===== src/rtl/fft_post_ac_dc.sv =====
// Post-FFT AC/DC extraction: alpha-max-beta-min magnitude per bin, DC from bin 0,
// AC as the peak magnitude over a configurable bin band, committed once per frame.
module fft_post_ac_dc #(
    parameter int N_BINS = 1024,
    parameter int DW     = 22,
    parameter int BIN_LO = 2,
    parameter int BIN_HI = 40
) (
    input  logic                      clk,
    input  logic                      reset_n,
    input  logic                      fft_sync,
    input  logic [2*DW-1:0]           fft_data,
    output logic [DW-1:0]             AC_comp,
    output logic [DW-1:0]             DC_comp,
    output logic [$clog2(N_BINS)-1:0] peak_bin,
    output logic                      new_comp_DV,
    output logic                      frame_err
);

    localparam int TAG_W = $clog2(N_BINS);
    localparam int CNT_W = TAG_W + 1;

    localparam logic [0:0] S_IDLE    = 1'b0;
    localparam logic [0:0] S_COLLECT = 1'b1;

    localparam logic [CNT_W-1:0] CNT_IDLE = CNT_W'(N_BINS);
    localparam logic [CNT_W-1:0] CNT_LAST = CNT_W'(N_BINS - 1);
    localparam logic [TAG_W-1:0] TAG_LAST = TAG_W'(N_BINS - 1);
    localparam logic [TAG_W-1:0] TAG_LO   = TAG_W'(BIN_LO);
    localparam logic [TAG_W-1:0] TAG_HI   = TAG_W'(BIN_HI);

    // |x| with the most-negative code clamped to the largest positive value
    function automatic logic [DW-1:0] abs_sat(input logic signed [DW-1:0] x);
        logic signed [DW-1:0] neg;
        neg = -x;
        if (x == {1'b1, {(DW-1){1'b0}}})
            return {1'b0, {(DW-1){1'b1}}};
        else if (x[DW-1])
            return $unsigned(neg);
        else
            return $unsigned(x);
    endfunction

    // mx + 0.375*mn; bounded by 1.375 * 2^(DW-1) so it never overflows DW bits
    function automatic logic [DW-1:0] mag_approx(input logic [DW-1:0] mx, input logic [DW-1:0] mn);
        return mx + (mn >> 2) + (mn >> 3);
    endfunction

    logic [0:0]       state_q, state_d;
    logic [CNT_W-1:0] cnt_q, cnt_d;
    logic             vld_p1_q, vld_p1_d;
    logic             vld_p2_q, vld_p2_d;
    logic             vld_p3_q, vld_p3_d;

    logic signed [DW-1:0] re_in, im_in;
    logic [TAG_W-1:0]     in_tag;
    logic                 abort;

    logic [DW-1:0]    abs_re_p1_q, abs_re_p1_d, abs_im_p1_q, abs_im_p1_d;
    logic [TAG_W-1:0] tag_p1_q, tag_p1_d;
    logic [DW-1:0]    mx_p2_q, mx_p2_d, mn_p2_q, mn_p2_d;
    logic [TAG_W-1:0] tag_p2_q, tag_p2_d;
    logic [DW-1:0]    mag_p3_q, mag_p3_d;
    logic [TAG_W-1:0] tag_p3_q, tag_p3_d;

    logic [DW-1:0]    dc_acc_q, dc_acc_d, pk_acc_q, pk_acc_d;
    logic [TAG_W-1:0] idx_acc_q, idx_acc_d;
    logic [DW-1:0]    base_pk;
    logic [TAG_W-1:0] base_idx;
    logic             acc_en, in_band, commit;

    logic [DW-1:0]    ac_q, ac_d, dc_q, dc_d;
    logic [TAG_W-1:0] peak_q, peak_d;
    logic             dv_q, dv_d, err_q, err_d;

    // Framing: cnt_q holds the index of the next expected bin, CNT_IDLE when no frame is open
    always_comb begin
        re_in   = $signed(fft_data[2*DW-1:DW]);
        im_in   = $signed(fft_data[DW-1:0]);
        abort   = fft_sync && (state_q == S_COLLECT);
        in_tag  = fft_sync ? '0 : cnt_q[TAG_W-1:0];
        state_d = state_q;
        cnt_d   = cnt_q;
        if (fft_sync) begin
            state_d = S_COLLECT;
            cnt_d   = CNT_W'(1);
        end else if (state_q == S_COLLECT) begin
            cnt_d = cnt_q + 1'b1;
            if (cnt_q == CNT_LAST) begin
                state_d = S_IDLE;
                cnt_d   = CNT_IDLE;
            end
        end
        vld_p1_d = fft_sync || (state_q == S_COLLECT);
        vld_p2_d = vld_p1_q && !abort;
        vld_p3_d = vld_p2_q && !abort;
    end

    // Stage p1: component magnitudes
    always_comb begin
        abs_re_p1_d = abs_sat(re_in);
        abs_im_p1_d = abs_sat(im_in);
        tag_p1_d    = in_tag;
    end

    // Stage p2: order the components
    always_comb begin
        mx_p2_d  = (abs_re_p1_q >= abs_im_p1_q) ? abs_re_p1_q : abs_im_p1_q;
        mn_p2_d  = (abs_re_p1_q >= abs_im_p1_q) ? abs_im_p1_q : abs_re_p1_q;
        tag_p2_d = tag_p1_q;
    end

    // Stage p3: approximate magnitude
    always_comb begin
        mag_p3_d = mag_approx(mx_p2_q, mn_p2_q);
        tag_p3_d = tag_p2_q;
    end

    // Accumulate on the p3 output; a tag-0 bin restarts the peak search
    always_comb begin
        acc_en    = vld_p3_q && !abort;
        in_band   = (tag_p3_q >= TAG_LO) && (tag_p3_q <= TAG_HI);
        base_pk   = (tag_p3_q == '0) ? '0 : pk_acc_q;
        base_idx  = (tag_p3_q == '0) ? TAG_LO : idx_acc_q;
        dc_acc_d  = dc_acc_q;
        pk_acc_d  = pk_acc_q;
        idx_acc_d = idx_acc_q;
        if (acc_en) begin
            if (tag_p3_q == '0)
                dc_acc_d = mag_p3_q;
            pk_acc_d  = base_pk;
            idx_acc_d = base_idx;
            if (in_band && (mag_p3_q > base_pk)) begin
                pk_acc_d  = mag_p3_q;
                idx_acc_d = tag_p3_q;
            end
        end
        commit = acc_en && (tag_p3_q == TAG_LAST);
        ac_d   = commit ? pk_acc_d  : ac_q;
        dc_d   = commit ? dc_acc_d  : dc_q;
        peak_d = commit ? idx_acc_d : peak_q;
        dv_d   = commit;
        err_d  = abort;
    end

    always_ff @(posedge clk) begin
        if (!reset_n) begin
            state_q  <= S_IDLE;
            cnt_q    <= CNT_IDLE;
            vld_p1_q <= 1'b0;
            vld_p2_q <= 1'b0;
            vld_p3_q <= 1'b0;
            ac_q     <= '0;
            dc_q     <= '0;
            peak_q   <= '0;
            dv_q     <= 1'b0;
            err_q    <= 1'b0;
        end else begin
            state_q  <= state_d;
            cnt_q    <= cnt_d;
            vld_p1_q <= vld_p1_d;
            vld_p2_q <= vld_p2_d;
            vld_p3_q <= vld_p3_d;
            ac_q     <= ac_d;
            dc_q     <= dc_d;
            peak_q   <= peak_d;
            dv_q     <= dv_d;
            err_q    <= err_d;
        end
    end

    always_ff @(posedge clk) begin
        abs_re_p1_q <= abs_re_p1_d;
        abs_im_p1_q <= abs_im_p1_d;
        tag_p1_q    <= tag_p1_d;
        mx_p2_q     <= mx_p2_d;
        mn_p2_q     <= mn_p2_d;
        tag_p2_q    <= tag_p2_d;
        mag_p3_q    <= mag_p3_d;
        tag_p3_q    <= tag_p3_d;
        dc_acc_q    <= dc_acc_d;
        pk_acc_q    <= pk_acc_d;
        idx_acc_q   <= idx_acc_d;
    end

    assign AC_comp     = ac_q;
    assign DC_comp     = dc_q;
    assign peak_bin    = peak_q;
    assign new_comp_DV = dv_q;
    assign frame_err   = err_q;

endmodule


===== config.mk =====
export PLATFORM = sky130hd
export DESIGN_NAME = fft_post_ac_dc
export DESIGN_NICKNAME = d
export VERILOG_FILES = /design/src/rtl/fft_post_ac_dc.sv
export SDC_FILE = /design/constraint.sdc
export NUM_CORES = 1
export LEC_CHECK = 0
export CAP_MARGIN = 20
export CORE_MARGIN = 5
export CORE_UTILIZATION = 36
export CTS_BUF_LIST = sky130_fd_sc_hd__clkbuf_16
export CTS_CLUSTER_DIAMETER = 150
export CTS_CLUSTER_SIZE = 25
export DETAILED_ROUTE_END_ITERATION = 8
export PLACE_DENSITY = 0.59
export SETUP_SLACK_MARGIN = 0.15
export SLEW_MARGIN = 20
export SYNTH_ARGS = -nofsm -noshare
export SYNTH_HDL_FRONTEND = slang
export SYNTH_SLANG_ARGS = --single-unit

===== constraint.sdc =====
create_clock -name clk -period 3.2 [get_ports clk]
set_input_delay 0.48 -clock clk [delete_from_list [all_inputs] [get_ports clk]]
set_output_delay 0.48 -clock clk [all_outputs]
set_load 0.05 [all_outputs]

Fig. 1: local utilization
Bar = 50 µm. The die is cut into 19 by 19 equal tiles; white is low, dark blue is high, 0 to 100% covered.
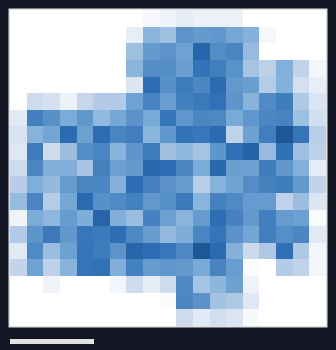
fullest tile: 85%
mean over tiles: 37%
tiles over 75% full: 5.3%
densest ninth of the die: middle
nearly empty tiles: 24%
Layout Utilization: 44.1%
Core Footprint: 30700 µm²
FP Core Util: 36.7%

Fig. 2: selected gate families
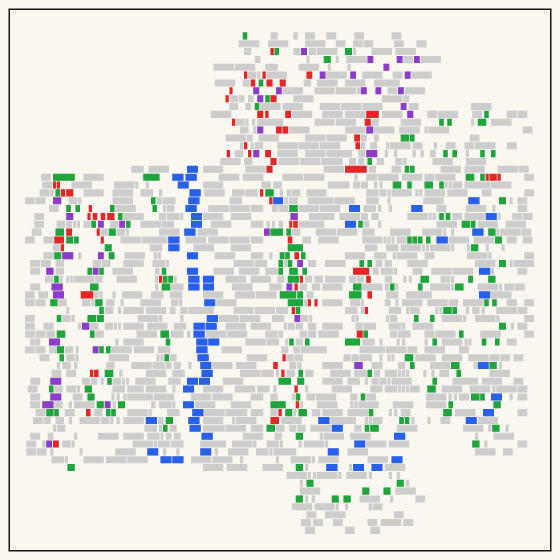
legend:
  red:
    family: NOR gates
    cells: 73
  green:
    family: inverting AOI/OAI gates
    cells: 176
  purple:
    family: AND and OR gates
    cells: 44
  blue:
    family: multiplexers
    cells: 65

==> flow_summary_export.csv <==
group,metric,value,unit
layout,flops,263,
worst_hold_path,min_to,"cnt_q[10]",
layout,fin_cells,1643,
layout,nNetsFinal,1382,
floorplan,die_area,35000,µm²
critical_path,reg2reg_slack,0.002,ns
clock_network,clkLatencyLatePin,0.48,ns
logic_synthesis,logic_family,"AND-OR/OR-AND gates",
job,warning_count,29,
place,dp.cells,1623,
run_status,outcome,"finished clean",
power_and_ir_drop,p_int,6190,µW
layout,layout.non_clock_buffers,138,
critical_path,crit_slowest_cell,"or4_4",
logic_synthesis,syn_area,11300,µm²
critical_path,critical_path.max_fanout,29,
logic_synthesis,ys_area,11300,µm²
logic_synthesis,ys.flops,263,
logic_synthesis,seq_area_frac_synth,46.6,%
timing,rsz0062_at_grt,"true",
